===== config.mk =====
export PLATFORM = sky130hd
export DESIGN_NAME = avr_fetch_unit
export DESIGN_NICKNAME = d
export VERILOG_FILES = /design/src/rtl/avr_pkg.sv /design/src/rtl/avr_fetch_queue.sv /design/src/rtl/avr_fetch_unit.sv
export SDC_FILE = /design/constraint.sdc
export NUM_CORES = 1
export LEC_CHECK = 0
export CORE_MARGIN = 1.5
export CORE_UTILIZATION = 40
export DETAILED_ROUTE_END_ITERATION = 10
export PLACE_DENSITY = 0.59
export SYNTH_ARGS = -nofsm -noshare
export SYNTH_HDL_FRONTEND = slang
export SYNTH_SLANG_ARGS = --single-unit
export TNS_END_PERCENT = 100

===== constraint.sdc =====
create_clock -name CLK -period 3.9 [get_ports CLK]
set_input_delay 0.78 -clock CLK [delete_from_list [all_inputs] [get_ports CLK]]
set_output_delay 0.78 -clock CLK [all_outputs]
set_load 0.02 [all_outputs]

===== src/rtl/avr_pkg.sv =====
// Shared AVR fetch definitions: two-word opcode patterns and the prefetch entry type.
package avr_pkg;

  localparam int AVR_PC_MAX = 32;

  localparam logic [15:0] LDS_MASK   = 16'hFE0F;
  localparam logic [15:0] LDS_MATCH  = 16'h9000;
  localparam logic [15:0] STS_MASK   = 16'hFE0F;
  localparam logic [15:0] STS_MATCH  = 16'h9200;
  localparam logic [15:0] JMP_MASK   = 16'hFE0E;
  localparam logic [15:0] JMP_MATCH  = 16'h940C;
  localparam logic [15:0] CALL_MASK  = 16'hFE0E;
  localparam logic [15:0] CALL_MATCH = 16'h940E;

  // pc is sized for the widest supported program space; narrower units zero-extend
  typedef struct packed {
    logic [15:0]           word;
    logic [AVR_PC_MAX-1:0] pc;
  } fetch_ent_t;

  function automatic logic is_two_word(input logic [15:0] w);
    return ((w & LDS_MASK)  == LDS_MATCH)  ||
           ((w & STS_MASK)  == STS_MATCH)  ||
           ((w & JMP_MASK)  == JMP_MATCH)  ||
           ((w & CALL_MASK) == CALL_MATCH);
  endfunction

endpackage


===== src/rtl/avr_fetch_queue.sv =====
// Circular prefetch buffer: single-word push, 0/1/2-entry pop, two head read ports.
module avr_fetch_queue
  import avr_pkg::*;
#(
  parameter  int DEPTH = 4,
  localparam int AW    = $clog2(DEPTH)
) (
  input  logic       CLK,
  input  logic       rst_n,
  input  logic       flush,
  input  logic       push,
  input  fetch_ent_t push_ent,
  input  logic [1:0] pop,
  output fetch_ent_t head0,
  output fetch_ent_t head1,
  output logic [AW:0] level
);

  localparam int LW = AW + 1;

  fetch_ent_t    mem [DEPTH];
  logic [AW-1:0] rd_ptr, wr_ptr;

  assign head0 = mem[rd_ptr];
  assign head1 = mem[rd_ptr + AW'(1)];

  // flush drops everything, including a same-cycle push
  always_ff @(posedge CLK) begin
    if (!rst_n || flush) begin
      rd_ptr <= '0;
      wr_ptr <= '0;
      level  <= '0;
    end else begin
      if (push) begin
        mem[wr_ptr] <= push_ent;
        wr_ptr      <= wr_ptr + AW'(1);
      end
      rd_ptr <= rd_ptr + AW'(pop);
      level  <= level + LW'(push) - LW'(pop);
    end
  end

endmodule


===== src/rtl/avr_fetch_unit.sv =====
// AVR instruction fetch stage: program-memory fetcher, prefetch queue, two-word packet issue.
module avr_fetch_unit
  import avr_pkg::*;
#(
  parameter  int                 PADDR_W   = 16,
  parameter  int                 DEPTH     = 4,
  parameter  logic [PADDR_W-1:0] RESET_VEC = '0,
  localparam int                 LW        = $clog2(DEPTH) + 1
) (
  input  logic               CLK,
  input  logic               RST,
  output logic [PADDR_W-1:0] p_addr,
  output logic               p_rd,
  input  logic [15:0]        p_data,
  output logic [15:0]        instr,
  output logic [15:0]        instr_ext,
  output logic [PADDR_W-1:0] instr_pc,
  output logic               instr_two,
  output logic               instr_valid,
  input  logic               instr_ready,
  input  logic               redir,
  input  logic [PADDR_W-1:0] redir_pc,
  output logic [LW-1:0]      q_level
);

  localparam int SW = LW + 1;

  logic [PADDR_W-1:0] fetch_pc, pend_pc;
  logic               pending;
  fetch_ent_t         head0, head1, push_ent;
  logic               head_two, fire;
  logic [1:0]         pop;
  logic               unused_pc;

  // the in-flight word counts against capacity so its return always has a slot
  assign p_addr = fetch_pc;
  assign p_rd   = RST && !redir && ((SW'(q_level) + SW'(pending)) < SW'(DEPTH));

  assign push_ent.word = p_data;
  assign push_ent.pc   = AVR_PC_MAX'(pend_pc);

  assign head_two    = is_two_word(head0.word);
  assign instr_valid = (q_level != '0) && (!head_two || q_level >= LW'(2));
  assign fire        = instr_valid && instr_ready;
  assign pop         = fire ? (head_two ? 2'd2 : 2'd1) : 2'd0;

  assign instr     = instr_valid ? head0.word : '0;
  assign instr_ext = (instr_valid && head_two) ? head1.word : '0;
  assign instr_pc  = instr_valid ? head0.pc[PADDR_W-1:0] : '0;
  assign instr_two = instr_valid && head_two;
  assign unused_pc = ^{head0.pc, head1.pc};

  always_ff @(posedge CLK) begin
    if (!RST) begin
      fetch_pc <= RESET_VEC;
      pend_pc  <= RESET_VEC;
      pending  <= 1'b0;
    end else if (redir) begin
      fetch_pc <= redir_pc;
      pending  <= 1'b0;
    end else begin
      pending <= p_rd;
      if (p_rd) begin
        fetch_pc <= fetch_pc + PADDR_W'(1);
        pend_pc  <= fetch_pc;
      end
    end
  end

  avr_fetch_queue #(.DEPTH(DEPTH)) u_q (
    .CLK      (CLK),
    .rst_n    (RST),
    .flush    (redir),
    .push     (pending),
    .push_ent (push_ent),
    .pop      (pop),
    .head0    (head0),
    .head1    (head1),
    .level    (q_level)
  );

endmodule


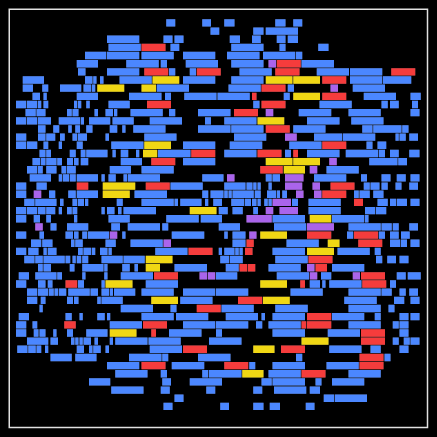
sizes.png
(3 px per um)
_3 and _4 cells -> purple  # cells 27, most used buf_4
_0 and _1 cells -> blue  # cells 513, most used edfxtp_1
_6 and larger -> yellow  # cells 29, most used clkbuf_16
_2 cells -> red  # cells 57, most used mux4_2

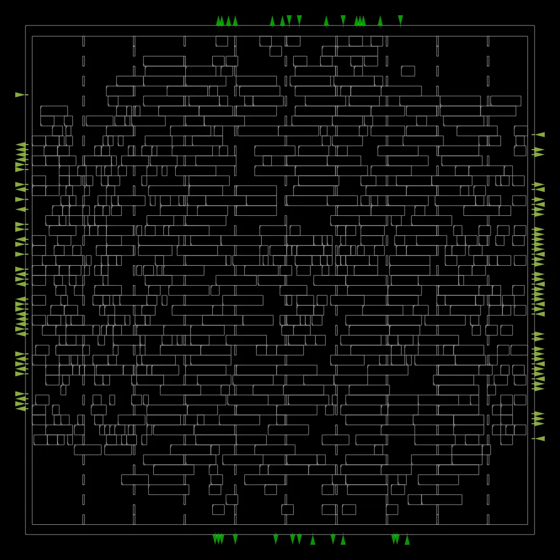
placement.png
fillers: 1,562
flop count: 168
final core utilization: 52.3%

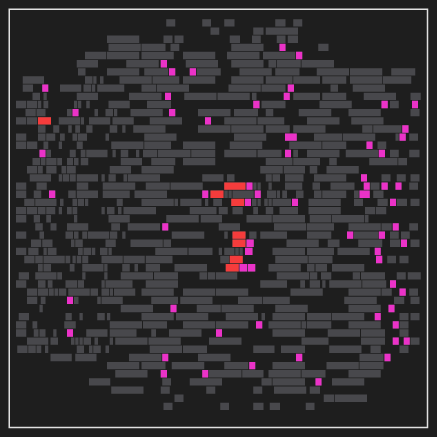
logic_types.png
(3 px per um)
fa/ha/maj cells -> red  # cells 8, most used ha_1, where centre
and/or cells -> magenta  # cells 64, most used and2_1

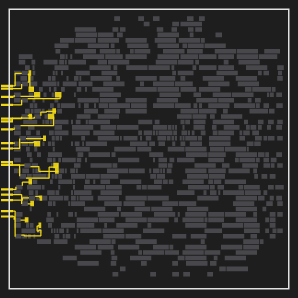
io_fan.png
(2 px per um)
redir_pc -> yellow  # bits 16, direction input, edge left, end cells 16, wire 290 um

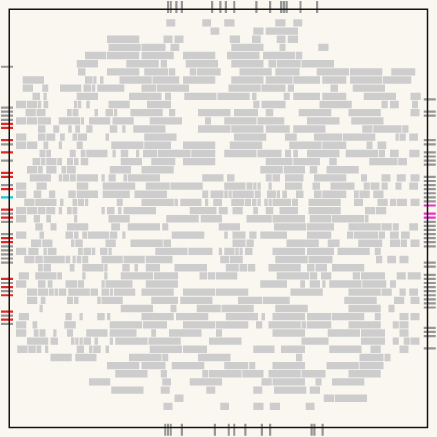
io_placement.png
(3 px per um) Pins as bars across the die edge, other pins in grey.
q_level -> magenta  # pins 3, direction output, edge right
redir -> cyan  # pins 1, direction input, edge left
redir_pc -> red  # pins 16, direction input, edge left
all pins by edge = 41 right, 37 left, 15 top, 13 bottom

==> flow_metrics.py <==
# Synthesis and PnR figures
metrics = {
    "place": {
        "placed_cells": 815,
        "portBuffers": 105,
        "dp_hpwl_mm": 10.1,
    },
    "global_route": {
        "grt_overflow": 0,
        "grt_pass1_vias": 4573,
        "antenna_found_initial": 0,
        "grt_pass1_wl_mm": 24.6,
    },
    "sta": {
        "hold_viol": 0,
        "tightest_slew_ps": 523,
        "period_used_pct": 97.7,
        "clock_skew_ps": 5.92,
        "clock.fmax_mhz": 263,
    },
    "floorplan": {
        "pin_count": 106,
        "die_h_um": 139,
        "row_count": 49,
        "fp.dieW_um": 139,
    },
    "clocking": {
        "clockBufferDepth": 2,
        "clock_latency_ps": 420,
        "cts_root_buf": "clkbuf_16",
        "cts_made_buffers": 17,
        "clk_pin_slew_worst_paths_ps": 60,
        "cts_tree": "built",
    },
    "setup_path": {
        "r2r_start": "u_q.rd_ptr[0]",
        "cp_slowest_cell": "or4_4",
        "critPathLaunchType": "flop",
        "crit_chain": "buf_12 -> buf_4 -> mux4_1 -> nand2_1 -> or4_4 -> o31a_4 -> and2_1 -> dlygate4sd2_1",
        "cp_top_family": "simple AND/OR/NAND/NOR gates",
        "cpPeakStageDelay_ps": 500,
        "reg2reg_to": "u_q.level[2]",
        "criticalPathCategory": "reg -> out",
        "rr_worst_depth": 13,
    },
    "final_layout": {
        "area_growth_pct": 27.4,
        "n_antenna_cell": 0,
        "final_cells": 855,
    },
    "logic_synthesis": {
        "top_cell_area_share_pct": 52.0,
        "ys_warn_count": 0,
        "async_flop_share_pct": 0,
        "ys_chip_area_um2": 7390,
        "ys_types": 46,
        "syn-cell-area_um2": 7390,
        "edf_count": 128,
        "avgSynthCellArea_um2": 15.1,
        "seq_area_frac_synth_pct": 62.8,
        "yosysTopAreaCell": "edfxtp_1",
        "syn_inst": 488,
        "synthTopCellsByArea": "edfxtp_1, mux4_2, dfxtp_1, and2_1, a21boi_0",
        "synth-main-ff-cell": "edfxtp_1",
    },
    "pwr": {
        "p_per_area_nw_per_um2": 407,
        "seqPwrFrac_pct": 51.2,
        "vdd.ir_drop.worst_v": 0.000297,
        "p_leak_nw": 3.47,
        "p_int_mw": 3.07,
    },
    "drt": {
        "wl_per_cell_um": 18.1,
        "totalWireLength_mm": 15.5,
        "maxUsedRoutingLayer": "met4",
        "drc": 0,
    },
    "hold_path": {
        "hold_path_class": "reg -> reg",
        "min-delay-start": "pend_pc[7]",
    },
    "job": {
        "log.warning_count": 30,
    },
    "status": {
        "status": "complete, no violations",
    },
}
-- tightest hold or removal path, delay by kind of cell, from the launching register on --
| kind | cells | cell delay [ps] |
|---|---|---|
| and+or+nand+nor | 1 | 60 |
| DFF | 1 | 330 |
| AOI/OAI and AO/OA | 1 | 60 |
-- stage by stage --
stage	instance area (um^2)	util [%]	setup slack (ps)
3_3_place_gp	8770	48.6	228
2_1_floorplan	7390	-	587
6_report	9420	52.3	91.0
5_1_grt	9420	52.3	-8.33
4_1_cts	9400	52.1	23.5
3_5_place_dp	8770	48.6	205
-- cell type report --
| cell class | instances | area (um^2) |
|---|---|---|
| clock buffers | 25 | 549 |
| multi-input cells | 291 | 2620 |
| flip-flops and latches | 168 | 4650 |
| well taps | 229 | 287 |
| fillers | 1562 | 8610 |
| clock inverters | 7 | 58.8 |
| repair buffers | 130 | 1240 |
| inverters | 5 | 18.8 |
-- Yosys cell counts (all sizes together) (8+ instances only) --
master	number
o21ai	13
mux4	47
dfxtp	40
nor3	8
clkbuf	15
nor2	14
a21oi	10
buf	9
a21boi	28
nand3	8
and2	52
nand2	49
edfxtp	128
-- kinds of logic (layout without fill, tap and decap cells) --
logic type / count (synthesis) / in the layout / share of synthesized area [%]
compound gates: 64 / 66 / 6.03
xor+xnor: 5 / 5 / 0.592
fa+ha+maj: 8 / 8 / 1.46
buf+inv: 31 / 167 / 2.30
flops: 168 / 168 / 62.8
mux: 53 / 53 / 15.4
simple gates: 159 / 159 / 11.4
-- sequential cells by signal, summed over array words and instances, names as in the netlist --
| register | flops |
|---|---|
| u_q.rd_ptr | 2 |
| u_q.wr_ptr | 2 |
| u_q.level | 3 |
| p_addr | 16 |
| pending | 1 |
| pend_pc | 16 |
| u_q.mem | 128 |
-- power by group through the flow --
stage          Sequential [mW]  Clock, mW  Combinational [mW]
6_report                  1.96       1.67               0.196
5_1_grt                   1.97       1.78               0.213
4_1_cts                   1.96       1.71               0.197
3_5_place_dp              2.00          0               0.195
3_3_place_gp              2.00          0               0.193
2_1_floorplan             2.01          0              0.0854
-- per-layer routing --
metal | global-route usage [%] | up-vias
met4 | 5.32 | 0
met2 | 26.7 | 142
li1 | - | 2119
met3 | 3.63 | 20
met1 | 22.2 | 2196
met5 | 0 | -
-- worst max-delay path by stage --
stage,slack [ps],to
2_1_floorplan,590,u_q.level[2]
3_3_place_gp,230,instr_pc[7]
3_5_place_dp,200,instr_pc[7]
4_1_cts,20,instr_two
5_1_grt,-8,instr[15]
6_report,90,instr[15]
-- what timing repair did --
item	CTS	global route
buffers inserted	6	0
endpoints found under the setup margin	48	11
resized	49	4
gates cloned	1	1
pin swaps	1	0
Power figures rest on the tool's default switching activity, not on a simulated workload.
